[src/rtl/rgb_scan_scheduler_pkg.sv]
// Shared definitions for the RGB bank scan scheduler: scan FSM states,
// payload width and dwell/blank counter width.
package rgb_scan_scheduler_pkg;

   localparam int unsigned PIX_W = 256;
   localparam int unsigned CNT_W = 16;

   typedef enum logic [1:0] {
      ST_IDLE  = 2'd0,
      ST_BLANK = 2'd1,
      ST_SHOW  = 2'd2
   } scan_state_t;

endpackage

[src/rtl/rgb_bank_store.sv]
// Bank payload storage: NUM_BANKS x 256-bit registers, one synchronous
// write port and one asynchronous read port, cleared by reset.
module rgb_bank_store
   import rgb_scan_scheduler_pkg::*;
#(
   parameter int unsigned NUM_BANKS = 8,
   parameter int unsigned ADDR_W    = 3
) (
   input  logic              CLK,
   input  logic              RESET,
   input  logic              wr_en,
   input  logic [ADDR_W-1:0] wr_addr,
   input  logic [PIX_W-1:0]  wr_data,
   input  logic [ADDR_W-1:0] rd_addr,
   output logic [PIX_W-1:0]  rd_data
);

   logic [PIX_W-1:0] mem [NUM_BANKS];

   // Clear all banks on reset, otherwise store the qualified write
   always_ff @(posedge CLK or posedge RESET) begin
      if (RESET) begin
         for (int unsigned i = 0; i < NUM_BANKS; i++) begin
            mem[i] <= '0;
         end
      end else if (wr_en) begin
         mem[wr_addr] <= wr_data;
      end
   end

   // Combinational read of the addressed bank
   always_comb begin
      rd_data = mem[rd_addr];
   end

endmodule

[src/rtl/rgb_scan_scheduler.sv]
// RGB scan scheduler: cycles through the stored banks, blanking between
// banks and presenting a latched copy of each bank while it is shown.
module rgb_scan_scheduler
   import rgb_scan_scheduler_pkg::*;
#(
   parameter int unsigned NUM_BANKS    = 8,
   parameter int unsigned DWELL_CYCLES = 5000,
   parameter int unsigned BLANK_CYCLES = 50
) (
   input  logic                 CLK,
   input  logic                 RESET,
   input  logic                 ENABLE,
   input  logic [PIX_W-1:0]     DATA_IN,
   input  logic                 DATA_WRITE,
   input  logic [7:0]           BANK_IN,
   output logic [PIX_W-1:0]     ROW_DATA,
   output logic [NUM_BANKS-1:0] ROW_SEL,
   output logic                 ROW_EN,
   output logic                 FRAME_START,
   output logic                 WRITE_ERR
);

   localparam int unsigned       BANK_W     = (NUM_BANKS > 1) ? $clog2(NUM_BANKS) : 1;
   localparam logic [CNT_W-1:0]  DWELL_LAST = CNT_W'(DWELL_CYCLES - 1);
   localparam logic [CNT_W-1:0]  BLANK_LAST = CNT_W'(BLANK_CYCLES - 1);
   localparam logic [BANK_W-1:0] BANK_LAST  = BANK_W'(NUM_BANKS - 1);
   localparam logic [7:0]        BANK_LIMIT = 8'(NUM_BANKS);

   scan_state_t       state_q, state_d;
   logic [BANK_W-1:0] bank_q, bank_d;
   logic [CNT_W-1:0]  cnt_q, cnt_d;
   logic              load_row;
   logic              bank_in_range;
   logic              wr_ok;
   logic              wr_bad;
   logic [BANK_W-1:0] wr_bank;
   logic [PIX_W-1:0]  bank_rdata;
   logic [PIX_W-1:0]  row_data_q;
   logic              write_err_q;

   // Qualify incoming writes against the configured bank count
   always_comb begin
      bank_in_range = (BANK_IN < BANK_LIMIT);
      wr_ok         = DATA_WRITE && bank_in_range;
      wr_bad        = DATA_WRITE && !bank_in_range;
      wr_bank       = BANK_IN[BANK_W-1:0];
   end

   rgb_bank_store #(
      .NUM_BANKS (NUM_BANKS),
      .ADDR_W    (BANK_W)
   ) u_bank_store (
      .CLK     (CLK),
      .RESET   (RESET),
      .wr_en   (wr_ok),
      .wr_addr (wr_bank),
      .wr_data (DATA_IN),
      .rd_addr (bank_q),
      .rd_data (bank_rdata)
   );

   // State, bank index and dwell/blank counter registers
   always_ff @(posedge CLK or posedge RESET) begin
      if (RESET) begin
         state_q <= ST_IDLE;
         bank_q  <= '0;
         cnt_q   <= '0;
      end else begin
         state_q <= state_d;
         bank_q  <= bank_d;
         cnt_q   <= cnt_d;
      end
   end

   // Next-state, bank advance and counter update; flags the row load
   always_comb begin
      state_d  = state_q;
      bank_d   = bank_q;
      cnt_d    = cnt_q;
      load_row = 1'b0;
      case (state_q)
         ST_IDLE: begin
            if (ENABLE) begin
               state_d = ST_BLANK;
               bank_d  = '0;
               cnt_d   = '0;
            end
         end
         ST_BLANK: begin
            if (!ENABLE) begin
               state_d = ST_IDLE;
               cnt_d   = '0;
            end else if (cnt_q == BLANK_LAST) begin
               state_d  = ST_SHOW;
               cnt_d    = '0;
               load_row = 1'b1;
            end else begin
               cnt_d = cnt_q + 1'b1;
            end
         end
         ST_SHOW: begin
            if (!ENABLE) begin
               state_d = ST_IDLE;
               cnt_d   = '0;
            end else if (cnt_q == DWELL_LAST) begin
               state_d = ST_BLANK;
               cnt_d   = '0;
               bank_d  = (bank_q == BANK_LAST) ? '0 : bank_q + 1'b1;
            end else begin
               cnt_d = cnt_q + 1'b1;
            end
         end
         default: begin
            state_d = ST_IDLE;
            cnt_d   = '0;
         end
      endcase
   end

   // Drive select, enable and frame marker from the current state
   always_comb begin
      ROW_SEL     = '0;
      ROW_EN      = (state_q == ST_SHOW);
      FRAME_START = (state_q == ST_SHOW) && (bank_q == '0) && (cnt_q == '0);
      if (state_q == ST_SHOW) begin
         ROW_SEL[bank_q] = 1'b1;
      end
   end

   // Latch the bank payload only at the end of blanking; a same-cycle
   // write to that bank is forwarded since storage updates on this edge
   always_ff @(posedge CLK or posedge RESET) begin
      if (RESET) begin
         row_data_q <= '0;
      end else if (load_row) begin
         row_data_q <= (wr_ok && (wr_bank == bank_q)) ? DATA_IN : bank_rdata;
      end
   end

   // One-cycle error pulse for writes aimed beyond the last bank
   always_ff @(posedge CLK or posedge RESET) begin
      if (RESET) begin
         write_err_q <= 1'b0;
      end else begin
         write_err_q <= wr_bad;
      end
   end

   assign ROW_DATA  = row_data_q;
   assign WRITE_ERR = write_err_q;

endmodule

[config.mk]
export PLATFORM = sky130hd
export DESIGN_NAME = rgb_scan_scheduler
export DESIGN_NICKNAME = d
export VERILOG_FILES = /design/src/rtl/rgb_scan_scheduler_pkg.sv /design/src/rtl/rgb_bank_store.sv /design/src/rtl/rgb_scan_scheduler.sv
export SDC_FILE = /design/constraint.sdc
export NUM_CORES = 2
export LEC_CHECK = 0
export CAP_MARGIN = 25
export CELL_PAD_IN_SITES_DETAIL_PLACEMENT = 2
export CELL_PAD_IN_SITES_GLOBAL_PLACEMENT = 2
export CORE_UTILIZATION = 45
export DETAILED_ROUTE_END_ITERATION = 8
export PLACE_DENSITY = 0.78
export SLEW_MARGIN = 20
export SYNTH_ARGS = -nofsm -noshare
export SYNTH_HDL_FRONTEND = slang
export SYNTH_HIERARCHICAL = 1
export SYNTH_SLANG_ARGS = --single-unit
[constraint.sdc]
create_clock -name CLK -period 73.3 [get_ports CLK]
set_clock_uncertainty 0.05 [all_clocks]
set_input_delay 7.33 -clock CLK [delete_from_list [all_inputs] [get_ports CLK]]
set_output_delay 7.33 -clock CLK [all_outputs]
set_load 0.02 [all_outputs]
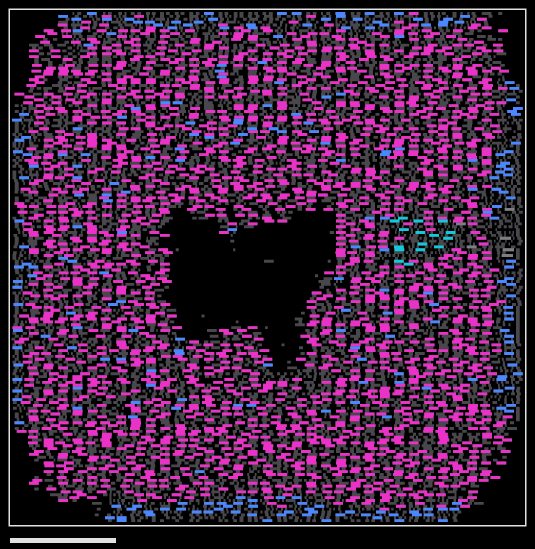
ff_map.png
Bar = 100 um. Other sequential cells in the stronger gray, the rest of the logic in the fainter gray.
cnt_q: drawn in cyan, placed flops 16, where east. ROW_DATA: drawn in blue, placed flops 256, where all over the die. u_bank_store/mem: drawn in magenta, placed flops 2,048, where all over the die.
final core utilization: 52.27%
Seq. pwr: 1.37 mW

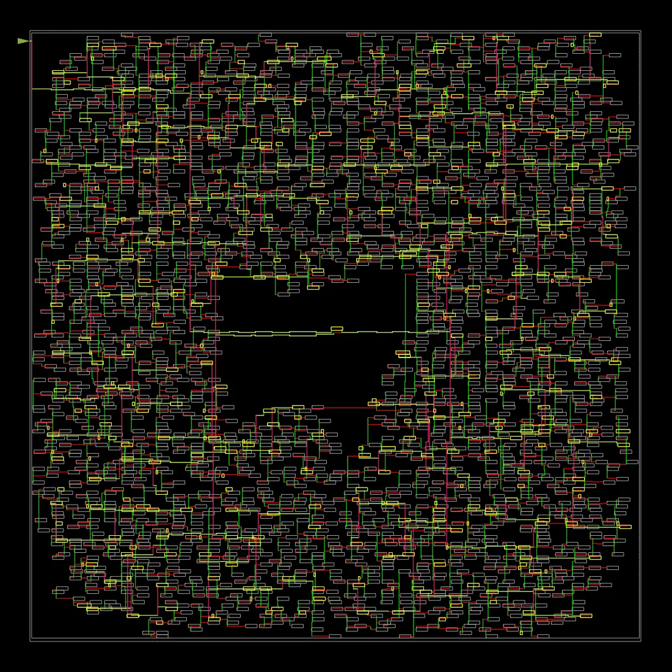
clock_nets.png
Inserted Clock Buffers: 276
Clock Latency Late Sink: 0.94 ns

==> run notes <==
impl run done, here's what came out: status finished clean, Most common reg cell dfrtp_1, die height a little under 500 um, fin crit period approximately 12 ns, vias per cell roughly 6.2, most common logic cell in the routed design dfrtp_1, Sw Share 23.82%, Max FO, Critical Path 52, Pint between 2 and 2.5 mW, Biggest register u_bank_store/mem, # IOs 535, non-filler cells, final around 11,000, CP Class in -> reg, CLK BUF approximately 400, Critical Path Sink u_bank_store/mem[1708], top cells, area dfrtp_1, mux2_2, mux4_2, FA/HA/MAJ Cells, Area Fraction less than 1%, clock input transition at the sequential cells of the worst setup and hold paths approximately 0.060 ns, Post-Syn Area 105,400 um^2, routed wire length around 350,000 um, critical path data arrival time 12.85 ns, number of global-route vias before repair 77,880, initial antenna violation count 37, post-layout net count 7,542, Final Hold Vio Count 0, GRT Total Usage a little under a third, Tightest Pin Transition around 1.2 ns, most instantiated library cell after synthesis dfrtp_1, Comb pwr share about 6.7%, sequential cell area fraction in the yosys report 55.20%, Tap Cells between 3,000 and 4,000, XOR/XNOR Area Share less than 1%, Fin Hold WS ~0.43 ns, post-synthesis cell count from yosys approximately 7,000, FF-to-FF Start bank_q[2], residual DRC count 0, ClkCell Share ~7.2%, mux share between 30 and 40%, first-pass GRT wire length 531,500 um, top cell class by occupied area registers, Final Max Tran Viols 0, R2R Setup Slk 67.55 ns, Port-buffer cells approximately 530, Net Sw Power 697.4 uW, Top logic family multiplexers, Worst R2R End ROW_DATA[183], Critical Path RT approximately 74 ns
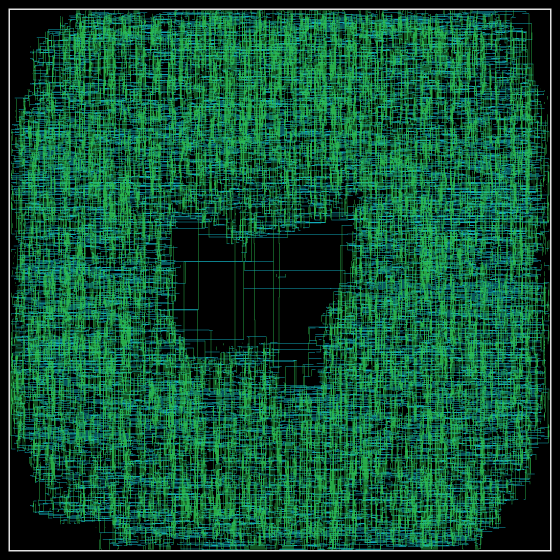
layers.png
Only two layers are drawn.
M1: drawn in cyan, wire length 144 mm. M2: drawn in green, wire length 183 mm.
via count: 65,710
Avg WL per Cell: 33.20 um

==> routing by layer <==
metal,vias up,routed length [um],track usage (%)
met2,1662,183000,51.89
li1,26710,-,-
met1,36680,144200,38.14
met5,-,169,0
met4,28,10450,10.92
met3,622,13860,4.563
==> critical path: cells and delay by family <==
kind / cells / cell delay, ns
buffers and inverters: 5 / 3.11
multiplexers: 1 / 0.44
AND/OR/NAND/NOR: 3 / 1.80
==> cell families (layout without fill, tap and decap cells) <==
kind of cell               after synthesis  in the layout
muxes                                 2820           2820
DFF                                   2326           2326
AOI/OAI and AO/OA                      797            797
buffers and inverters                  592           1131
and+or+nand+nor                        352            352
adders and majority gates               10             10
xor gates and xnor gates                 9              9
other                                    0             15
Power is estimated from default activity; no workload was simulated.
